**src/rtl/mult_seq_ctrl.sv**
```systemverilog
// Sequential shift-and-add multiplier: one 31-bit ripple add-with-carry per RUN cycle,
// operands in and product out through valid/ready handshakes.
module mult_seq_ctrl #(
    parameter int W          = 15,
    parameter bit EARLY_EXIT = 1'b1
) (
    input  logic           clk_i,
    input  logic           reset_i,
    input  logic           in_valid_i,
    output logic           in_ready_o,
    input  logic [W-1:0]   a_i,
    input  logic [W-1:0]   b_i,
    output logic           out_valid_o,
    input  logic           out_ready_i,
    output logic [2*W-1:0] product_o,
    output logic [3:0]     cycles_o,
    output logic           busy_o,
    output logic [1:0]     state_o
);

    // Handshake: a transfer happens on a rising edge where valid and ready are both high;
    // out_valid_o holds with a stable product until out_ready_i is seen.

    localparam int          AW = 31;
    localparam logic [3:0]  W4 = 4'(W);

    typedef enum logic [1:0] {
        IDLE = 2'd0,
        RUN  = 2'd1,
        DONE = 2'd2
    } state_e;

    state_e           state_q, state_d;
    logic [AW-1:0]    acc_q, acc_d;
    logic [AW-1:0]    a_sh_q, a_sh_d;
    logic [W-1:0]     b_sh_q, b_sh_d;
    logic [3:0]       cnt_q, cnt_d;
    logic             out_valid_q, out_valid_d;
    logic [2*W-1:0]   product_q, product_d;
    logic [3:0]       cycles_q, cycles_d;

    logic [AW-1:0]    addend;
    logic [AW-1:0]    sum;
    logic [AW:0]      carry;
    logic             add_co;
    logic [W-1:0]     b_sh_next;
    logic [3:0]       cnt_inc;

    assign addend   = b_sh_q[0] ? a_sh_q : '0;
    assign carry[0] = 1'b0;

    for (genvar i = 0; i < AW; i++) begin : g_fa
        assign sum[i]     = acc_q[i] ^ addend[i] ^ carry[i];
        assign carry[i+1] = (acc_q[i] & addend[i]) | (carry[i] & (acc_q[i] ^ addend[i]));
    end

    assign add_co    = carry[AW];
    assign b_sh_next = b_sh_q >> 1;
    assign cnt_inc   = cnt_q + 4'd1;

    always_ff @(posedge clk_i) begin
        if (reset_i) begin
            state_q     <= IDLE;
            acc_q       <= '0;
            a_sh_q      <= '0;
            b_sh_q      <= '0;
            cnt_q       <= '0;
            out_valid_q <= 1'b0;
            product_q   <= '0;
            cycles_q    <= '0;
        end else begin
            state_q     <= state_d;
            acc_q       <= acc_d;
            a_sh_q      <= a_sh_d;
            b_sh_q      <= b_sh_d;
            cnt_q       <= cnt_d;
            out_valid_q <= out_valid_d;
            product_q   <= product_d;
            cycles_q    <= cycles_d;
        end
    end

    always_comb begin
        state_d     = state_q;
        acc_d       = acc_q;
        a_sh_d      = a_sh_q;
        b_sh_d      = b_sh_q;
        cnt_d       = cnt_q;
        out_valid_d = out_valid_q;
        product_d   = product_q;
        cycles_d    = cycles_q;

        case (state_q)
            IDLE: begin
                if (in_valid_i) begin
                    acc_d  = '0;
                    a_sh_d = {{(AW-W){1'b0}}, a_i};
                    b_sh_d = b_i;
                    cnt_d  = '0;
                    if (EARLY_EXIT && (b_i == '0)) begin
                        state_d = DONE;
                    end else begin
                        state_d = RUN;
                    end
                end
            end
            RUN: begin
                acc_d  = sum;
                a_sh_d = a_sh_q << 1;
                b_sh_d = b_sh_next;
                cnt_d  = cnt_inc;
                if ((cnt_inc == W4) || (EARLY_EXIT && (b_sh_next == '0))) begin
                    state_d     = DONE;
                    out_valid_d = 1'b1;
                    product_d   = sum[2*W-1:0];
                    cycles_d    = cnt_inc;
                end
            end
            DONE: begin
                // A zero multiplier arrives here straight from IDLE; publish its result
                // one cycle later so every product takes at least one edge.
                if (!out_valid_q) begin
                    out_valid_d = 1'b1;
                    product_d   = acc_q[2*W-1:0];
                    cycles_d    = cnt_q;
                end else if (out_ready_i) begin
                    out_valid_d = 1'b0;
                    state_d     = IDLE;
                end
            end
            default: begin
                state_d = IDLE;
            end
        endcase
    end

    assign in_ready_o  = (state_q == IDLE);
    assign busy_o      = (state_q == RUN) || (state_q == DONE);
    assign out_valid_o = out_valid_q;
    assign product_o   = product_q;
    assign cycles_o    = cycles_q;
    assign state_o     = state_q;

    // With W <= 15 the running sum stays below 2^30, so the adder never carries out.
    a_no_carry_out: assert property (@(posedge clk_i) disable iff (reset_i)
        (state_q == RUN) |-> !add_co);

endmodule

```
**config.mk**
```make
export PLATFORM = sky130hd
export DESIGN_NAME = mult_seq_ctrl
export DESIGN_NICKNAME = d
export VERILOG_FILES = /design/src/rtl/mult_seq_ctrl.sv
export SDC_FILE = /design/constraint.sdc
export NUM_CORES = 1
export LEC_CHECK = 0
export CAP_MARGIN = 20
export CORE_UTILIZATION = 25
export CTS_CLUSTER_SIZE = 24
export DETAILED_ROUTE_END_ITERATION = 7
export HOLD_SLACK_MARGIN = 0.06
export SETUP_SLACK_MARGIN = 0.5
export SLEW_MARGIN = 20
export SYNTH_ARGS = -nofsm -noshare
export SYNTH_HDL_FRONTEND = slang
export SYNTH_SLANG_ARGS = --single-unit
```
**constraint.sdc**
```tcl
create_clock -name clk_i -period 16.8 [get_ports clk_i]
set_clock_uncertainty 0.05 [all_clocks]
set_input_delay 2.52 -clock clk_i [delete_from_list [all_inputs] [get_ports clk_i]]
set_output_delay 2.52 -clock clk_i [all_outputs]
set_load 0.005 [all_outputs]
```
==> run_1/metal_stack.png <==
Scale bar: 50 um.
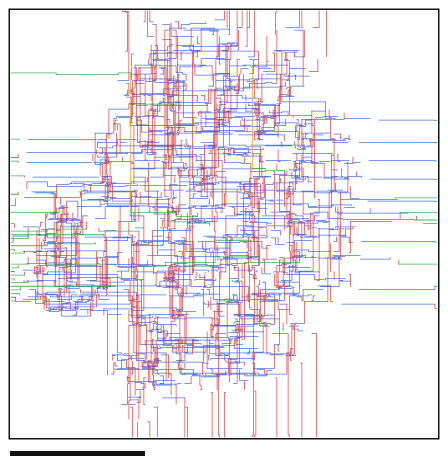
legend:
  met2:
    colour: red
    wire_length: 5950 um
  met1:
    colour: blue
    wire_length: 6520 um
  met4:
    colour: orange
    wire_length: 118 um
  met3:
    colour: green
    wire_length: 564 um

==> run_1/final_placement.png <==
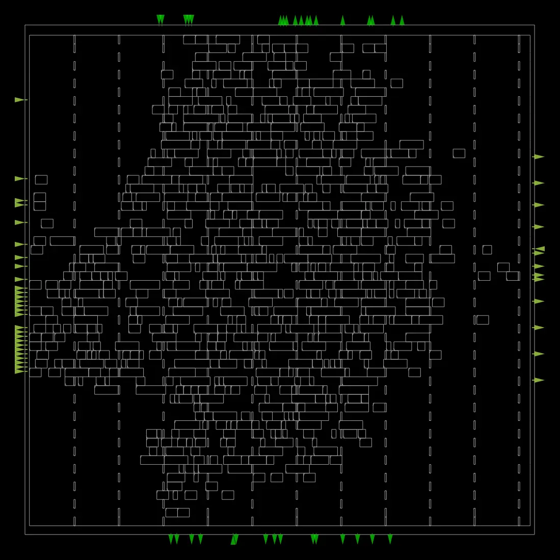
Finished Layout Cells: 1003
final core occ: 32.5%
flop count: 116
std cell rows: 56
Filler cells: 2520

==> results.toml, run 1 <==
# generated from flow reports
[worst_setup_path]
r2r-end = "product_o[29]"
cp_top_family = "adder cells"
arrival_ps = 13300
max_stage_delay_ps = 580
slowest_stage = "dfxtp_1"
r2r_start = "b_sh_q[0]"

[die]
die_w_um = 158
coreArea_um2 = 23700
fp_util_pct = 25.8

[clocking]
postCtsResizedCells = 0
cts_tree = "built"
clk_pin_slew_worst_paths_ps = 50

[synth]
top_cells_by_area = "dfxtp_1 (38%), fa_1 (9.2%), mux2i_1 (9.0%)"
yosysTopAreaCellShare_pct = 38.1
syn_inst = 621
ys_types = 43
yosysTopAreaCell = "dfxtp_1"
synth_flops = 116
edf_count = 0

[routing]
top_layer = "met4"
vias = 4426
wl_met2_um = 5950
routed_wl_um = 13200
wl_met1_um = 6520
drt_iter0_drc = 224

[global_routing]
met1_usage_pct = 15.2
grt_pass1_vias = 4343
grt.busiest_layer = "met2"

[hold_path]
min_to = "a_sh_q[6]"
hold_path.class = "flip-flop to flip-flop"

[run]
maxCapViolations = 0
tool_warnings = 29

[cells_and_area]
layout_top_cell = "dfxtp_1"
layout.area.seq_um2 = 2320
stdcell_area_um2 = 7710
comb_area_um2 = 3540

[final_timing]
clock.fmax_ghz = 0.0766
setup_violations = 0
layout_setup_ws_ps = 3750
finalClockPeriodUsage_pct = 77.7
fin_tns_setup_ps = 0

[placement]
dpl-instance-area_um2 = 7100
pre_cts_ws_ps = 3630
place_hpwl_um = 8840

[power_and_ir_drop]
clockPowerShare_pct = 34.0
max-vdd-ir-drop_mv = 0.0675
p_per_area_nw_per_um2 = 143
p_leak_nw = 2.91
p_seq_mw = 0.364

[outcome]
status = "complete, no violations"
==> run_1/gate_families.png <==
Scale bar: 50 um.
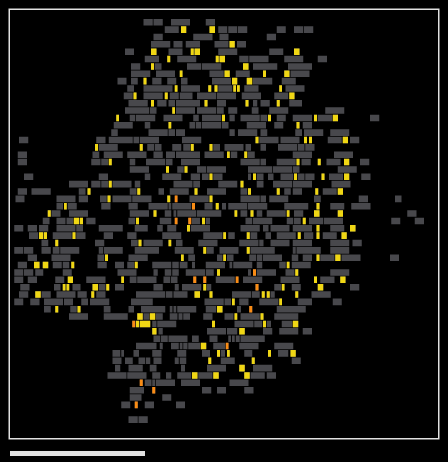
legend:
  NOR gates:
    colour: yellow
    cells: 161
    most_used: nor2_1
  inverters:
    colour: orange
    cells: 15
    most_used: inv_1

==> run 1: cells by family (layout without fill, tap and decap cells) <==
logic type	count (synthesis)	in the layout	share of synthesized area [%]
AOI/OAI and AO/OA	102	102	12.7
buffers and inverters	62	125	4.33
adders and majority gates	34	34	10.4
DFF	116	116	38.1
muxes	89	89	17.1
xor gates and xnor gates	2	2	0.287
and+or+nand+nor	216	216	17.1
==> run 1: worst max-delay path by stage <==
| stage | from | to | slack, ps | cells after the start |
|---|---|---|---|---|
| 4_1_cts | b_sh_q[0] | product_o[29] | 3610 | 39 |
| 3_3_place_gp | b_sh_q[0] | product_o[29] | 3720 | 39 |
| 3_5_place_dp | b_sh_q[0] | product_o[29] | 3630 | 39 |
| 5_1_grt | b_sh_q[0] | acc_q[29] | 3070 | 39 |
| 6_report | b_sh_q[0] | product_o[29] | 3750 | 39 |
| 2_1_floorplan | b_sh_q[0] | product_o[29] | 4390 | 40 |
==> run 1: area by class of cell <==
cell class | count | area share [%]
clock inverter | 9 | 1.62
tap | 319 | 5.18
sequential | 116 | 30.1
clock buffer | 23 | 6.33
timing repair buffer | 78 | 10.1
multi-input combinational | 443 | 46.0
inverter | 15 | 0.730
==> run 1: cells in the mapped netlist (2+ instances only) <==
master and instances:
a211oi_1 28, a21bo_2 2, a21oi_1 13, a221oi_1 2, a22oi_1 41, a2bb2oi_1 6, and2_1 25, and3_1 2
and4_1 2, buf_1 5, buf_2 7, buf_6 3, clkbuf_1 32, dfxtp_1 116, fa_1 28, ha_1 6
inv_1 15, mux2_2 4, mux2_4 30, mux2i_1 55, nand2_1 13, nand2b_1 2, nand3b_1 2, nor2_1 117
nor2b_1 36, nor3_1 2, nor4_1 6, o21ai_0 2, o31ai_1 2, or3_2 3, or4_1 2
--- run 2 (diff from run 1) ---
==> constraint.sdc (replaced) <==
create_clock -name clk_i -period 12.2 [get_ports clk_i]
set_clock_uncertainty 0.05 [all_clocks]
set_input_delay 1.83 -clock clk_i [delete_from_list [all_inputs] [get_ports clk_i]]
set_output_delay 1.83 -clock clk_i [all_outputs]
set_load 0.005 [all_outputs]
==> results.toml, run 2 <==
# generated from flow reports
[synth]
ys_types = 43
fa_ha_area_share_pct = 10.4
netlist_top_cells_count = "nor2_1 (117), dfxtp_1 (116), mux2i_1 (55)"
synth-xor-area-share_pct = 0.287
ys_sh_aoi_pct = 12.7
logic_family = "multiplexers"
syn_inst = 621
yosysTopAreaCell = "dfxtp_1"
post-synth-top-count-cell = "nor2_1"
top_cells_by_area = "dfxtp_1 (38%), fa_1 (9.2%), mux2i_1 (9.0%)"

[worst_setup_path]
r2r-end = "product_o[29]"
max_stage_delay_ps = 420
arrival_ps = 11580

[power_and_ir_drop]
p_per_area_nw_per_um2 = 197
max-vdd-ir-drop_mv = 0.108
p_leak_nw = 2.89

[final_timing]
finalClockPeriodUsage_pct = 92.3
layout_setup_ws_ps = 935
clock.fmax_ghz = 0.0888

[hold_path]
hold_path.class = "flip-flop to flip-flop"
min_to = "a_sh_q[7]"

[clocking]
clk_pin_slew_worst_paths_ps = 50
postCtsResizedCells = 7

[placement]
place_hpwl_um = 8790
pre_cts_ws_ps = 259

[cells_and_area]
layout_top_cell = "dfxtp_1"
stdcell_area_um2 = 7830

[outcome]
status = "complete, no violations"

[routing]
routed_wl_um = 13100

[die]
fp_util_pct = 25.8
die_w_um = 158
row_count = 56

[run]
tool_warnings = 29
==> run 2: cell counts after synthesis <==
No cell type changed its count.
==> run 2: critical path: cells and delay by family (launching register included) <==
kind                       cells  cell delay (ps)
and+or+nand+nor                3              810
DFF                            1              310
AOI/OAI and AO/OA              1              130
buffers and inverters          5              340
muxes                          1              150
adders and majority gates     29             9420
==> run 2: worst max path at each step <==
stage | from | slack, ps | endpoint | cells past startpoint
3_5_place_dp | a_sh_q[0] | 260 | product_o[29] | 39
6_report | a_sh_q[0] | 940 | product_o[29] | 39
2_1_floorplan | b_sh_q[0] | 510 | product_o[29] | 40
3_3_place_gp | a_sh_q[0] | 300 | product_o[29] | 39
4_1_cts | a_sh_q[0] | 560 | product_o[29] | 39
5_1_grt | a_sh_q[0] | 500 | product_o[29] | 39
==> run 2: cells by family after synthesis <==
| logic type | Yosys count |
|---|---|
| simple gates | 216 |
| compound gates | 102 |
| buf+inv | 62 |
| mux | 89 |
| xor+xnor | 2 |
| fa+ha+maj | 34 |
| flops | 116 |
==> run 2: power breakdown <==
part	internal, mW	total (mW)	switching (mW)
logic	0.224	0.515	0.291
registers	0.442	0.488	0.0467
clock network	0.367	0.540	0.172
==> run 2: area by class of cell <==
cell class | count | area, um^2
multi-input combinational | 443 | 3600
clock inverter | 9 | 148
inverter | 15 | 56.3
tap | 319 | 399
clock buffer | 23 | 498
timing repair buffer | 80 | 798
fill | 2450 | 15900
sequential | 116 | 2320
==> run 2: per-layer routing <==
metal	track usage (%)	share of wire, %
met1	15.1	51
met2	16.5	44
met3	3.97	4.8
met4	3.85	0.78
met5	0	0
==> run 2: per-stage QoR <==
step	hold WS, ps	total power [mW]
after floorplan	423	0.876
after global placement	445	1.00
after detailed placement	456	1.02
after CTS	464	1.56
after global routing	485	1.64
final	461	1.54
==> run_2/metal_stack.png <==
Scale bar: 50 um.
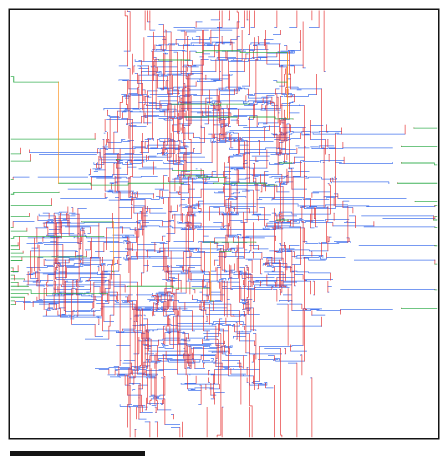
legend:
  met4:
    colour: orange
    wire_length: 102 um
  met3:
    colour: green
    wire_length: 627 um
  met1:
    colour: blue
    wire_length: 6670 um
  met2:
    colour: red
    wire_length: 5700 um

==> run_2/gate_families.png <==
Scale bar: 50 um.
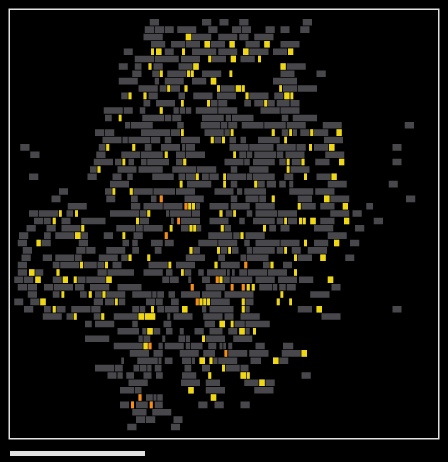
legend:
  NOR gates:
    colour: yellow
    cells: 161
    most_used: nor2_1
  inverters:
    colour: orange
    cells: 15
    most_used: inv_1

--- run 3 (diff from run 2) ---
--- a/config.mk
+++ b/config.mk
@@ -5,6 +5,7 @@
 export SDC_FILE = /design/constraint.sdc
 export NUM_CORES = 1
 export LEC_CHECK = 0
+export ABC_AREA = 1
 export CAP_MARGIN = 20
 export CORE_UTILIZATION = 25
 export CTS_CLUSTER_SIZE = 24
==> results.toml, run 3 <==
# generated from flow reports
[worst_setup_path]
path_buffers = 8
max_stage_delay_ps = 400
arrival_ps = 11400
r2r-end = "product_o[29]"
path_depth = 45
critPathCapture = "product_o[29]"
cp_top_family = "adder cells"
critPathLaunch = "a_sh_q[0]"

[synth]
post-synth-top-count-cell = "nand2_1"
top_cells_by_area = "dfxtp_1 (39%), nand2_1 (15%), fa_1 (9.4%)"
yosysTopAreaCell = "dfxtp_1"
syn_inst = 803
ys_cells = 803
ys_types = 29
netlist_top_cells_count = "nand2_1 (244), dfxtp_1 (116), a21oi_1 (88)"

[die]
row_count = 56
fp_util_pct = 25.5
die_w_um = 157

[placement]
pre_cts_ws_ps = 245
place_hpwl_um = 8780

[power_and_ir_drop]
p_per_area_nw_per_um2 = 232
p_leak_nw = 2.96
swShare_pct = 38.2
p_int_mw = 1.08
finalPower_mw = 1.74
combPwrFrac_pct = 41.4
switchingPower_mw = 0.665
clockPowerShare_pct = 27.8

[outcome]
status = "complete, no violations"

[hold_path]
hold_path.class = "flip-flop to flip-flop"
min_to = "a_sh_q[29]"

[run]
tool_warnings = 29

[final_timing]
finalClockPeriodUsage_pct = 91.5
clock.fmax_ghz = 0.0895

[clocking]
clk_pin_slew_worst_paths_ps = 50

[global_routing]
grt.busiest_layer = "met2"
met3_usage_pct = 3.02
use_met2_pct = 18.7
met1_usage_pct = 15.9
run 3: netlist changes by cell type after synthesis, moves of 30 or more:
cell and change:
mux2_4 -30, a21oi_1 +75, mux2i_1 -31, a22oi_1 -41, nand3_1 +40, nand2_1 +231, nor2b_1 -36, nor2_1 -48
inv_1 +42
run 3: through the flow:
step	std cells	util (%)	cell area (um^2)
after floorplan	803	-	6000
after global placement	1144	29.3	6870
after detailed placement	1144	29.3	6870
after CTS	1176	31.8	7460
after global routing	1177	32.0	7510
final	1177	32.0	7510
run 3: repair_timing:
item | in CTS | in global routing
gates resized | 6 | 8
endpoints found under the setup margin | 4 | 4
pin swaps | 0 | 3
run 3: cells by family (layout without fill, tap and decap cells):
group | count (synthesis) | in the layout | synth area share (%)
adder cells (fa/ha/maj) | 34 | 34 | 10.6
AND-OR/OR-AND | 152 | 152 | 13.5
multiplexers | 24 | 24 | 4.02
buffers and inverters | 115 | 170 | 8.79
flip-flops | 116 | 116 | 38.9
AND/OR/NAND/NOR | 361 | 361 | 24.1
XOR/XNOR | 1 | 1 | 0.147
run 3: layer usage:
metal	routed length [um]	vias up
li1	-	2667
met1	7050	2250
met2	5880	97
met3	596	11
met4	170	0
met5	0	-
run 3: power groups by stage:
stage               combinational [mW]  sequential, mW  clock, mW
floorplan                        0.526           0.537          0
global placement                 0.727           0.542          0
detailed placement               0.733           0.544          0
CTS                              0.735           0.536      0.495
global route                     0.819           0.550      0.515
finish                           0.721           0.535      0.485
run 3: layout make-up:
| class | count | area, um^2 |
|---|---|---|
| Timing Repair Buffer | 79 | 788 |
| Tap cell | 319 | 399 |
| Fill cell | 2492 | 16000 |
| Inverter | 59 | 221 |
| Clock buffer | 24 | 482 |
| Clock inverter | 8 | 100 |
| Multi-Input combinational cell | 572 | 3200 |
| Sequential cell | 116 | 2320 |
==> run_3/final_placement.png <==
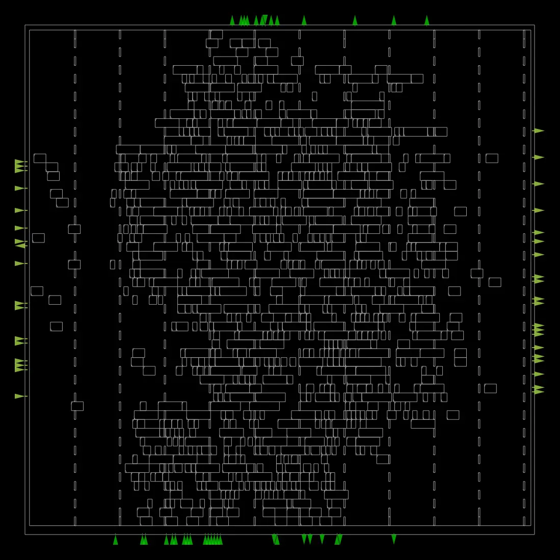
Core Footprint: 23500 um^2
final core occ: 32.0%
Filler cells: 2492

==> run_3/metal_stack.png <==
Scale bar: 50 um.
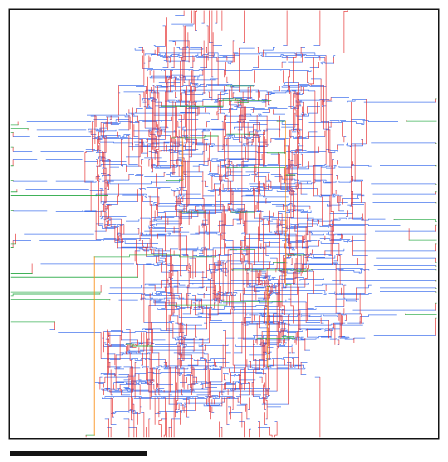
legend:
  met4:
    colour: orange
    wire_length: 170 um
  met1:
    colour: blue
    wire_length: 7050 um
  met2:
    colour: red
    wire_length: 5880 um
  met3:
    colour: green
    wire_length: 596 um

Power is estimated from default activity; no workload was simulated.
